$ cat src/rtl/rbm_layer_sequencer.sv
// Time-multiplexed control sequencer for the RBM inference datapath: one shared MAC,
// weight port, sampler and class accumulator, stepped unit by unit over ITERATIONS passes.
module rbm_layer_sequencer #(
    parameter int IN_DIM     = 15,
    parameter int H_DIM      = 5,
    parameter int OUT_DIM    = 2,
    parameter int ITERATIONS = 10,
    parameter int ADDR_W     = 7,
    parameter int IDX_W      = 4,
    parameter int UNIT_W     = 3,
    parameter int ITER_W     = 8
) (
    input  logic              clock,
    input  logic              reset,
    input  logic              start,
    input  logic              hold,
    output logic              busy,
    output logic              done,
    output logic              layer_sel,
    output logic              rd_en,
    output logic [ADDR_W-1:0] w_addr,
    output logic [IDX_W-1:0]  in_idx,
    output logic [UNIT_W-1:0] unit_idx,
    output logic              mac_clear,
    output logic              mac_en,
    output logic              bias_en,
    output logic              sample_en,
    output logic              acc_en,
    output logic              acc_clear,
    output logic              rng_step,
    output logic [ITER_W-1:0] iter_num
);

    typedef enum logic [3:0] {
        S_IDLE,
        S_INIT,
        S_ITER,
        S_CLR,
        S_MAC,
        S_DRAIN,
        S_BIAS,
        S_SAMPLE,
        S_ACC,
        S_DONE
    } state_t;

    state_t            state, state_nx;
    logic [IDX_W-1:0]  idx, idx_nx;
    logic [UNIT_W-1:0] unit, unit_nx;
    logic [ITER_W-1:0] iter, iter_nx;
    logic              layer, layer_nx;
    logic              mac_q;
    logic [IDX_W-1:0]  last_idx;
    logic              run;

    // hold freezes every register, including the one-cycle read-latency delay for mac_en
    always_ff @(posedge clock or posedge reset) begin
        if (reset) begin
            state <= S_IDLE;
            idx   <= '0;
            unit  <= '0;
            iter  <= '0;
            layer <= 1'b0;
            mac_q <= 1'b0;
        end else if (!hold) begin
            state <= state_nx;
            idx   <= idx_nx;
            unit  <= unit_nx;
            iter  <= iter_nx;
            layer <= layer_nx;
            mac_q <= (state == S_MAC);
        end
    end

    always_comb begin
        state_nx  = state;
        idx_nx    = idx;
        unit_nx   = unit;
        iter_nx   = iter;
        layer_nx  = layer;
        run       = !hold;
        last_idx  = layer ? IDX_W'(H_DIM - 1) : IDX_W'(IN_DIM - 1);

        busy      = (state != S_IDLE);
        done      = run && (state == S_DONE);
        rd_en     = run && (state == S_MAC);
        mac_en    = run && mac_q;
        mac_clear = run && (state == S_CLR);
        bias_en   = run && (state == S_BIAS);
        sample_en = run && (state == S_SAMPLE);
        acc_en    = run && (state == S_ACC);
        acc_clear = run && (state == S_INIT);
        rng_step  = run && (state == S_ITER);
        layer_sel = layer;
        in_idx    = idx;
        unit_idx  = unit;
        iter_num  = iter;
        w_addr    = layer ? ADDR_W'(idx) * ADDR_W'(OUT_DIM) + ADDR_W'(unit)
                          : ADDR_W'(idx) * ADDR_W'(H_DIM) + ADDR_W'(unit);

        case (state)
            S_IDLE:   if (start) state_nx = S_INIT;
            S_INIT: begin
                iter_nx  = '0;
                state_nx = S_ITER;
            end
            S_ITER: begin
                unit_nx  = '0;
                layer_nx = 1'b0;
                state_nx = S_CLR;
            end
            S_CLR: begin
                idx_nx   = '0;
                state_nx = S_MAC;
            end
            S_MAC: begin
                if (idx == last_idx) state_nx = S_DRAIN;
                else                 idx_nx   = idx + 1'b1;
            end
            S_DRAIN:  state_nx = S_BIAS;
            S_BIAS:   state_nx = layer ? S_ACC : S_SAMPLE;
            S_SAMPLE: begin
                if (unit == UNIT_W'(H_DIM - 1)) begin
                    unit_nx  = '0;
                    layer_nx = 1'b1;
                end else begin
                    unit_nx  = unit + 1'b1;
                end
                state_nx = S_CLR;
            end
            S_ACC: begin
                if (unit == UNIT_W'(OUT_DIM - 1)) begin
                    iter_nx  = iter + 1'b1;
                    state_nx = (iter_nx == ITER_W'(ITERATIONS)) ? S_DONE : S_ITER;
                end else begin
                    unit_nx  = unit + 1'b1;
                    state_nx = S_CLR;
                end
            end
            S_DONE:   state_nx = S_IDLE;
            default:  state_nx = S_IDLE;
        endcase
    end

endmodule

$ cat config.mk
export PLATFORM = sky130hd
export DESIGN_NAME = rbm_layer_sequencer
export DESIGN_NICKNAME = d
export VERILOG_FILES = /design/src/rtl/rbm_layer_sequencer.sv
export SDC_FILE = /design/constraint.sdc
export NUM_CORES = 1
export LEC_CHECK = 0
export CAP_MARGIN = 20
export CORE_ASPECT_RATIO = 0.9
export CORE_UTILIZATION = 51
export DETAILED_ROUTE_END_ITERATION = 16
export HOLD_SLACK_MARGIN = 0.03
export PLACE_DENSITY_LB_ADDON = 0.1
export SKIP_CTS_REPAIR_TIMING = 1
export SLEW_MARGIN = 20
export SYNTH_ARGS = -nofsm -noshare
export SYNTH_HDL_FRONTEND = slang
export SYNTH_SLANG_ARGS = --single-unit
$ cat constraint.sdc
create_clock -name clock -period 3.4 [get_ports clock]
set_clock_uncertainty 0.1 [all_clocks]
set_input_delay 0.68 -clock clock [delete_from_list [all_inputs] [get_ports clock]]
set_output_delay 0.68 -clock clock [all_outputs]
set_load 0.05 [all_outputs]
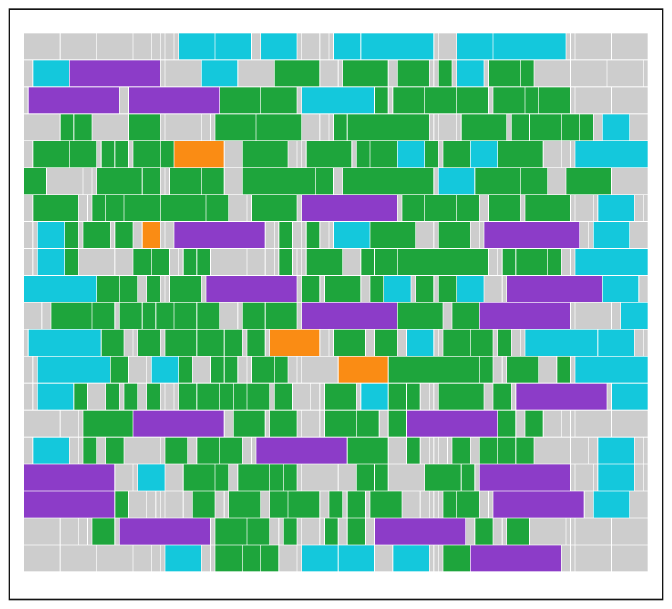
(images/placement_by_type.png)
Fill, decap, tap and diode cells in gray.
Orange is clock drivers and dummy loads, cells 4. Cyan is other buffers and delay cells, cells 46. Purple is flops, cells 21. Green is combinational and other logic, cells 189.

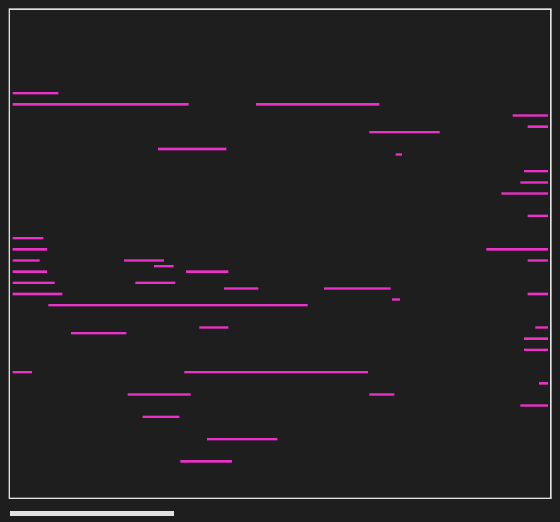
(images/layer_met3.png)
Scale bar: 20 um.
The longest straight run is 31.3 um. 36 nets have wire on it.
wire length reported by the detailed router: 4640 um
met3 track demand over resource in global routing: 3.08%
number of vias in the routed layout: 1767

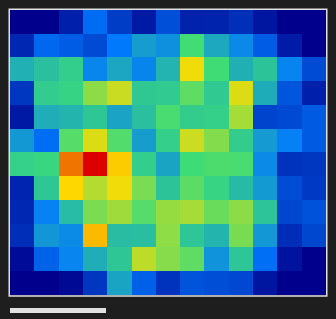
(images/metal_density.png)
Scale bar: 20 um. 13 x 12 tiles, from dark blue (low) to red (high), scaled to the fullest tile. Values are wire area over tile area, all layers added.
7.1% of the tiles are nearly empty. The fullest tile reaches 0.55. The mean over all tiles is 0.19. 24% of the tiles are over half the peak.

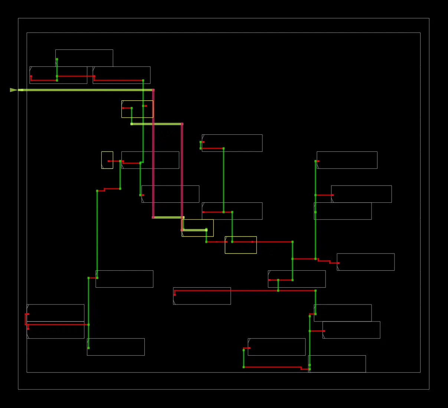
(images/clocks.png)
clk ins delay skew pair: 0.27 ns
clock sink count: 21
power of the clock network: 0.173 mW

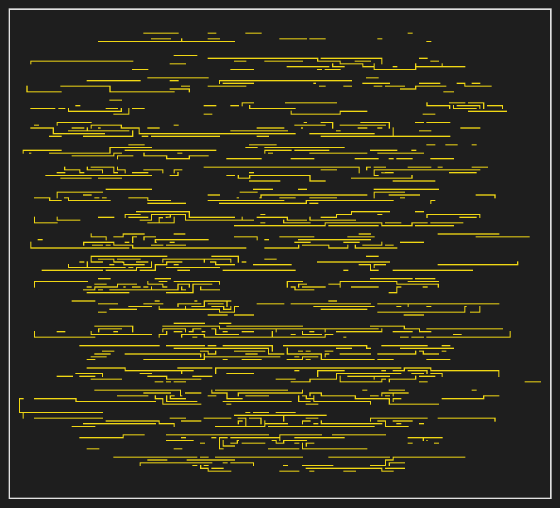
(images/layer_met1.png)
The layer holds 46% of the routed length. The wires run mostly horizontal.

==> summary.txt <==
run status: finished clean
met1 track demand over resource: 35.8%
share of the core filled with cells: 72.7%
worst setup path startpoint: in_idx[0]$_DFFE_PP0P_
number of warnings the tools reported: 29
cells in synth_stat.txt: 221
Layout non-clock buf frac: 21.1%
clock tree from TritonCTS: done
final worst path period need: 3.28 ns
slowest library cell on the worst path: sky130_fd_sc_hd__dfrtp_2
proportion of cell area occupied by registers: 21.3%
data required time at the worst endpoint: 2.62 ns
Relative slew margins: 43.1%
final clock period utilization by the worst path: 96.3%
post-placement worst setup slack: 0.303 ns
Synth top cells by count: sky130_fd_sc_hd__nor2_1, sky130_fd_sc_hd__dfrtp_1, sky130_fd_sc_hd__ha_1
GR met2 Demand/Resource: 35.7%
pin count of the biggest net entering global routing: 22
Worst-Margin Slew: 0.853 ns
kind of capture point of the worst setup path: primary output
type of the setup path with the least slack: reg2out
CTS Buf Count: 3
Mean Syn Cell Area: 8.46 um^2
sequential cell count of the final layout: 21
Routed wire per std cell: 15.3 um
final hold violation count: 0
non-clock buffer count in the final layout: 46
detailed router's first-iteration violation count: 125
Clock-cell share: 1.86%
Layout clock buffers: 3
maximum fanout encountered on the critical timing path: 6
Pre-Repair DR Iteration Count: 4
crit path setup slack, layout: 0.124 ns
leading area contributor after synthesis: sky130_fd_sc_hd__dfrtp_1
area growth from synthesis to final layout: 33.3%
met2 wire length: 2170 um
series of cell instances along the critical path: ha_4 -> ha_4 -> inv_1 -> fa_2 -> inv_1 -> a21o_1 -> a21oi_1 -> xor2_1 -> o21ai_2 -> buf_12
Clock Power Share: 7.6%
Slew Limit Fails: 0
total power: 2.28 mW
DRC viols: 0
number of buffer cells added on primary ports: 36
startpoint kind of the worst setup timing path: register
share of power burned in registers: 22.1%
cell internal pwr: 1.08 mW
Reg-to-Reg End: iter_num[7]$_DFFE_PP0P_
routed metal-1 wire length: 2150 um
family with the most delay on the worst path: adder cells
highest-utilization routing layer at the global route stage: met1
yosys synthesis chip area: 0.00187 mm^2
antenna diode count: 0
Synth logic family: simple AND/OR/NAND/NOR gates
number of vias per cell: 5.81
clock input transition at the sequential cells of the worst setup and hold paths: 0.09 ns
areal power density over the cells: 914 mW/mm^2
post-synthesis share of cell area spent on full adders, half adders and majority gates: 15.5%
leading cell category by total area: multi-input combinational cells
GRT Util Overall: 24.2%
leading power group: combinational cells
buffer type at the clock tree root: sky130_fd_sc_hd__clkbuf_8
vertical die dimension: 59.4 um
vias in the first global route: 1563
relative contribution of combinational cells to total power: 70.3%
number of synthesized register bits: 21
largest incremental delay on the critical path: 0.48 ns
top routing layer in use: met4
beginning of the worst hold path: mac_q$_DFFE_PP0N_
most numerous logic cells after layout: sky130_fd_sc_hd__nor2_1, sky130_fd_sc_hd__clkdlybuf4s50_1, sky130_fd_sc_hd__ha_1, sky130_fd_sc_hd__dfrtp_1, sky130_fd_sc_hd__inv_1
static leakage: 1.10 nW
Post-DRT Antenna Nets: 0
area of placed instances: 0.00235 mm^2
post-layout instance area: 0.00249 mm^2
number of non-clock inverters in the layout: 15
sequential area share after synthesis: 28.1%
Power Sequential: 0.503 mW
logic depth of the worst path, buffers included: 10
Core Region: 0.00343 mm^2
Arr. time, crit path: 2.50 ns
worst flop-to-flop path startpoint: state[0]$_DFFE_PP0P_
Worst Hold Margin: 0.395 ns
RePlAce Congestion: 0.866
Placed Cells: 293
cell count after synthesis: 221
die width: 65.8 um
Sw Pwr: 1.19 mW
grt ovf: 0
number of flip-flops in the largest register: 8
# nets final: 287
standard-cell rows: 20
xor/xnor share: 4.22%
Netlist cell types: 49
fin cells: 304
io pins: 37
count of fill cells added during filler insertion: 270
H-tree depth reported by CTS: 1
total met3 wirelength after detailed routing: 246 um
FP Util: 54.5%
top cell type by instance count after synthesis: sky130_fd_sc_hd__nor2_1
area of the mapped netlist: 0.00187 mm^2
Primary FF master, synth: sky130_fd_sc_hd__dfrtp_1
buffer-and-inverter tally for the worst setup path: 3
Power is estimated from default activity; no workload was simulated.
